### config.mk
export PLATFORM = sky130hd
export DESIGN_NAME = bcd_counter_n
export DESIGN_NICKNAME = d
export VERILOG_FILES = /design/src/rtl/bcd_counter_n.sv
export SDC_FILE = /design/constraint.sdc
export NUM_CORES = 1
export LEC_CHECK = 0
export CAP_MARGIN = 20
export CORE_UTILIZATION = 45
export DETAILED_ROUTE_END_ITERATION = 10
export GPL_TIMING_DRIVEN = 0
export HOLD_SLACK_MARGIN = 0.05
export PLACE_DENSITY = 0.72
export SLEW_MARGIN = 0
export SYNTH_ARGS = -nofsm -noshare
export SYNTH_HDL_FRONTEND = slang
export SYNTH_SLANG_ARGS = --single-unit
### constraint.sdc
create_clock -name clk -period 3.76 [get_ports clk]
set_input_delay 0.94 -clock clk [delete_from_list [all_inputs] [get_ports clk]]
set_output_delay 0.94 -clock clk [all_outputs]
set_load 0.1 [all_outputs]
### src/rtl/bcd_counter_n.sv
// Parametrised multi-digit BCD counter with up/down, synchronous load, programmable limit,
// wrap or saturate at the bounds, registered terminal-count pulse and combinational zero flag.
module bcd_counter_n #(
    parameter int unsigned DIGITS   = 2,
    parameter bit          SATURATE = 1'b0
) (
    input  logic                  clk,
    input  logic                  reset,
    input  logic                  en,
    input  logic                  up,
    input  logic                  load,
    input  logic [4*DIGITS-1:0]   load_val,
    input  logic [4*DIGITS-1:0]   limit,
    output logic [4*DIGITS-1:0]   count,
    output logic                  tc,
    output logic                  zero
);

    localparam int unsigned W = 4 * DIGITS;

    // Digits above 9 are clamped to 9 so every compare and load sees valid BCD.
    function automatic logic [W-1:0] sanitise(input logic [W-1:0] v);
        logic [W-1:0] r;
        r = v;
        for (int unsigned i = 0; i < DIGITS; i++) begin
            if (v[4*i +: 4] > 4'd9) begin
                r[4*i +: 4] = 4'd9;
            end
        end
        return r;
    endfunction

    function automatic logic [W-1:0] bcd_inc(input logic [W-1:0] v);
        logic [W-1:0] r;
        logic         carry;
        r     = v;
        carry = 1'b1;
        for (int unsigned i = 0; i < DIGITS; i++) begin
            if (carry) begin
                if (v[4*i +: 4] == 4'd9) begin
                    r[4*i +: 4] = 4'd0;
                end else begin
                    r[4*i +: 4] = v[4*i +: 4] + 4'd1;
                    carry       = 1'b0;
                end
            end
        end
        return r;
    endfunction

    function automatic logic [W-1:0] bcd_dec(input logic [W-1:0] v);
        logic [W-1:0] r;
        logic         borrow;
        r      = v;
        borrow = 1'b1;
        for (int unsigned i = 0; i < DIGITS; i++) begin
            if (borrow) begin
                if (v[4*i +: 4] == 4'd0) begin
                    r[4*i +: 4] = 4'd9;
                end else begin
                    r[4*i +: 4] = v[4*i +: 4] - 4'd1;
                    borrow      = 1'b0;
                end
            end
        end
        return r;
    endfunction

    logic [W-1:0] r_count;
    logic         r_tc;
    logic [W-1:0] w_count_nxt;
    logic         w_tc_nxt;
    logic [W-1:0] w_lim;
    logic [W-1:0] w_ldv;

    assign w_lim = sanitise(limit);
    assign w_ldv = sanitise(load_val);

    // Plain unsigned compares are numeric compares because both sides are valid BCD.
    always_comb begin
        w_count_nxt = r_count;
        w_tc_nxt    = 1'b0;
        if (load) begin
            w_count_nxt = (w_ldv < w_lim) ? w_ldv : w_lim;
        end else if (en) begin
            if (up) begin
                if (r_count < w_lim) begin
                    w_count_nxt = bcd_inc(r_count);
                end else begin
                    w_count_nxt = SATURATE ? w_lim : '0;
                    w_tc_nxt    = 1'b1;
                end
            end else begin
                if (r_count > w_lim) begin
                    w_count_nxt = w_lim;
                end else if (r_count != '0) begin
                    w_count_nxt = bcd_dec(r_count);
                end else begin
                    w_count_nxt = SATURATE ? '0 : w_lim;
                    w_tc_nxt    = 1'b1;
                end
            end
        end
    end

    always_ff @(posedge clk or negedge reset) begin
        if (!reset) begin
            r_count <= '0;
            r_tc    <= 1'b0;
        end else begin
            r_count <= w_count_nxt;
            r_tc    <= w_tc_nxt;
        end
    end

    assign count = r_count;
    assign tc    = r_tc;
    assign zero  = (r_count == '0);

endmodule

Run 1, zoomed window:
Window x 34 to 54, y 34 to 54 um. Cells in grey, sequential cells in the stronger grey; small squares are vias.
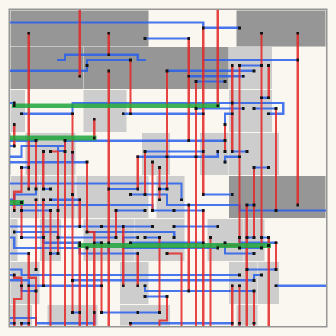
- met1: blue
- met2: red
- met3: green
- cells with their middle in the window: 30
- sequential cells in the window: 5
- most frequent: dfrtp_1 (5), nand2_1 (3)
- netlist names of flops here include: `count` (4), `tc` (1)

Run 1, cell placement:
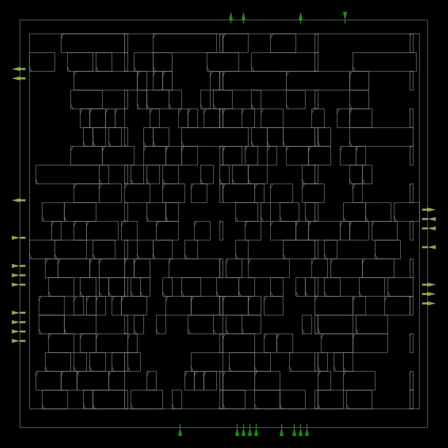
placeable core region: 3080 um2
non-filler cells, final: 262
number of well taps: 44

Run 1, cell sizes after repair:
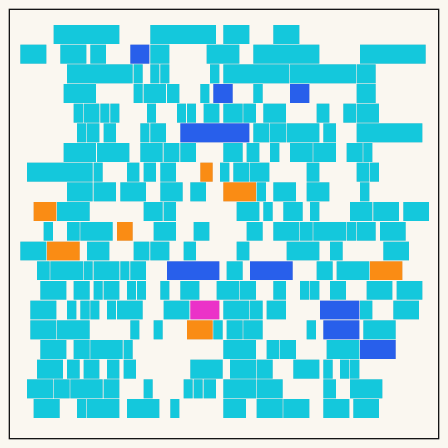
- drive 1 or less: cyan (cells 201; share 92%)
- drive 2: orange (cells 7; share 3.2%)
- drive 3 to 4: blue (cells 9; share 4.1%)
- drive 6 and up: magenta (cells 1; share 0.46%)

==> summary.txt, run 1 <==
Notes on the physical design

Counting instances in the post-synthesis netlist gives the leading cell types as ha_1, nand2_1, nor2_1. The end-of-flow core utilization is 59.9%. STA lists the startpoint of the worst register-to-register path as count[0]. The min-delay analysis places its worst path in the category register to register. With fillers left out, the area of the finished cells amounts to 1840 um2.

The number of flip-flops in the largest register is 8. Per the finish-stage timing summary, setup violations number 0. The count of cells along the worst register-to-register path is 9.

In the post-route report, total wirelength is listed as 4270 um. The internal portion of the total power is 0.473 mW. The delay of the slowest cell on the worst path is 0.53 ns. Setup repair after global routing left no endpoint under its margin. The static leakage power is 0.792 nW. The count of endpoints failing hold in the final timing report is 0. In this run the count of I/O pins placed on the die edge is 31. The number of instances on the worst hold path is 2. By instance count after routing, the leading logic cell types are clkdlybuf4s50_1, ha_1, nand2_1, nor2_1, a21oi_1.

The maximum clock frequency is 0.288 GHz. The buffer cell driving the clock tree root is clkbuf_4. The filler cell count is 309. The cell area that synthesis handed to floorplanning was 1470 um2.

The row count is 20. Summing all placed instances gives a cell area of 1810 um2. The critical path endpoint is count[6].

Max-slew check failures listed in the final report amount to 0. The hold-critical path endpoint is count[4]. The required time at the worst endpoint is listed as 3.90 ns.

The last weighted congestion value of the routability-driven placer is 0.879. The aoi/oai-family share of the synthesized area is 28.4%. The total sequential power is 0.204 mW. The run finished with clean final reports. The yosys-reported design area after synthesis is 1470 um2. The cell depth of the worst setup path is 11.
run 1: area by class of cell:
type                            count  area share [%]
Multi-Input combinational cell    159            63.5
Timing Repair Buffer               29            15.9
Sequential cell                     9            12.2
Tap cell                           44            2.99
Buffer                              8            2.10
Inverter                            9            1.83
Clock buffer                        4            1.43
run 1: tightest hold or removal path: cells and delay by family (launching register included):
family	cells	cell delay (ns)
DFF	1	0.48
and+or+nand+nor	1	0.14
AOI/OAI and AO/OA	1	0.05
run 1: layer usage:
| layer | up-vias | share of wire, % | GRT usage (%) |
|---|---|---|---|
| li1 | 769 | - | - |
| met1 | 747 | 44 | 32.8 |
| met2 | 60 | 51 | 49.5 |
| met3 | 4 | 4.6 | 3.93 |
| met4 | 0 | 0.61 | 4.76 |
| met5 | - | 0 | 0 |
--- run 2 (diff from run 1) ---
--- a/config.mk
+++ b/config.mk
@@ -6,11 +6,14 @@
 export NUM_CORES = 1
 export LEC_CHECK = 0
 export CAP_MARGIN = 20
+export CORE_ASPECT_RATIO = 1.5
 export CORE_UTILIZATION = 45
+export CTS_CLUSTER_DIAMETER = 40
 export DETAILED_ROUTE_END_ITERATION = 10
 export GPL_TIMING_DRIVEN = 0
 export HOLD_SLACK_MARGIN = 0.05
 export PLACE_DENSITY = 0.72
+export RECOVER_POWER = 100
 export SLEW_MARGIN = 0
 export SYNTH_ARGS = -nofsm -noshare
 export SYNTH_HDL_FRONTEND = slang
Run 2, local utilization:
5 x 7 tiles, from white (low) to dark blue (high), 0 to 100% covered.
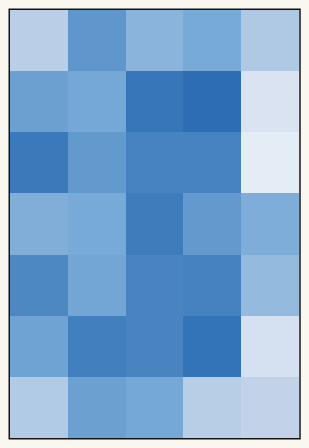
- mean over tiles: 51%
- fullest tile: 75%
- tiles over 75% full: 2.9%

==> run 2 against run 1 <==
Net effect:
- routed wire length down 5.4%
- count of clock-buffer cells in the layout is the same
- core utilization decreased by 1.0 points
- critical path type is now register to output pin
==> summary.txt, run 2 <==
Notes on the physical design

The flow ran to the end, and the final reports show no timing, DRC or antenna violations. The static leakage power was 0.789 nW (-0.46%). The total sequential power came to 0.199 mW (-2%). The number of flip-flops in the largest register is 8 (unchanged). The delay of the slowest cell on the worst path was 1.14 ns (+0.61 ns). The yosys-reported design area after synthesis was 1470 um2 (unchanged). The number of buffers outside the clock class in the layout is 37 (unchanged). The count of endpoints failing hold in the final timing report came to 0 (unchanged). The end-of-flow core utilization is 58.9% (-1.0 points).

The worst reg2reg path startpoint is count[0]. The count of clock buffers in the final design is 4 (unchanged). The instance area after placement is 1810 um2 (-0.28%). The global routing met3 resource utilization is 1.68% (-2.3 points). The internal portion of total power is 0.487 mW (+2.9%). The layout buffering overhead excluding clock cells is 17.8% (-0.19 points).

The total met2 wirelength after detailed routing was 2240 um (+2.9%). The worst hold path terminates at count[5]. The layout inverter count without the clock tree was 9 (unchanged). The sequential cell count was 9 (unchanged). The mapped cell area is 1470 um2 (unchanged).

The multi-input combinational gate total is 159 (unchanged). The type recorded for the worst min-delay path is register to register. The commonest cells after synthesis are ha_1, nand2_1, nor2_1. Setup repair after global routing left no endpoint under its margin.

The required time of the critical path is 2.82 ns (-1.08 ns). The maximum clock frequency is 0.277 GHz (-4.0%). The cell depth of the worst setup path is 5 (-6). In this run the top signal layer used is met4.

The filler cell count came to 321 (+3.9%). The final cell area excluding filler cells is 1840 um2 (about the same). The met1 wire length came to 1660 um (-12%).
-- run 2: worst max path at each step --
stage,start,end,slack (ns)
6_report,count[1],zero,0.14
5_1_grt,limit[7],count[0],0.005
3_3_place_gp,limit[7],count[0],0.07
2_1_floorplan,count[1],zero,0.72
3_5_place_dp,limit[7],count[6],0.06
4_1_cts,count[1],zero,0.14
-- run 2: logic make-up (layout without fill, tap and decap cells) --
| logic type | after synthesis | in the layout | share of synthesized area (%) |
|---|---|---|---|
| and+or+nand+nor | 79 | 79 | 30.4 |
| adders and majority gates | 21 | 21 | 17.9 |
| xor gates and xnor gates | 1 | 1 | 0.596 |
| muxes | 3 | 3 | 2.38 |
| DFF | 9 | 9 | 15.3 |
| buffers and inverters | 17 | 50 | 4.94 |
| AOI/OAI and AO/OA | 55 | 55 | 28.5 |
Power is estimated from default activity; no workload was simulated.
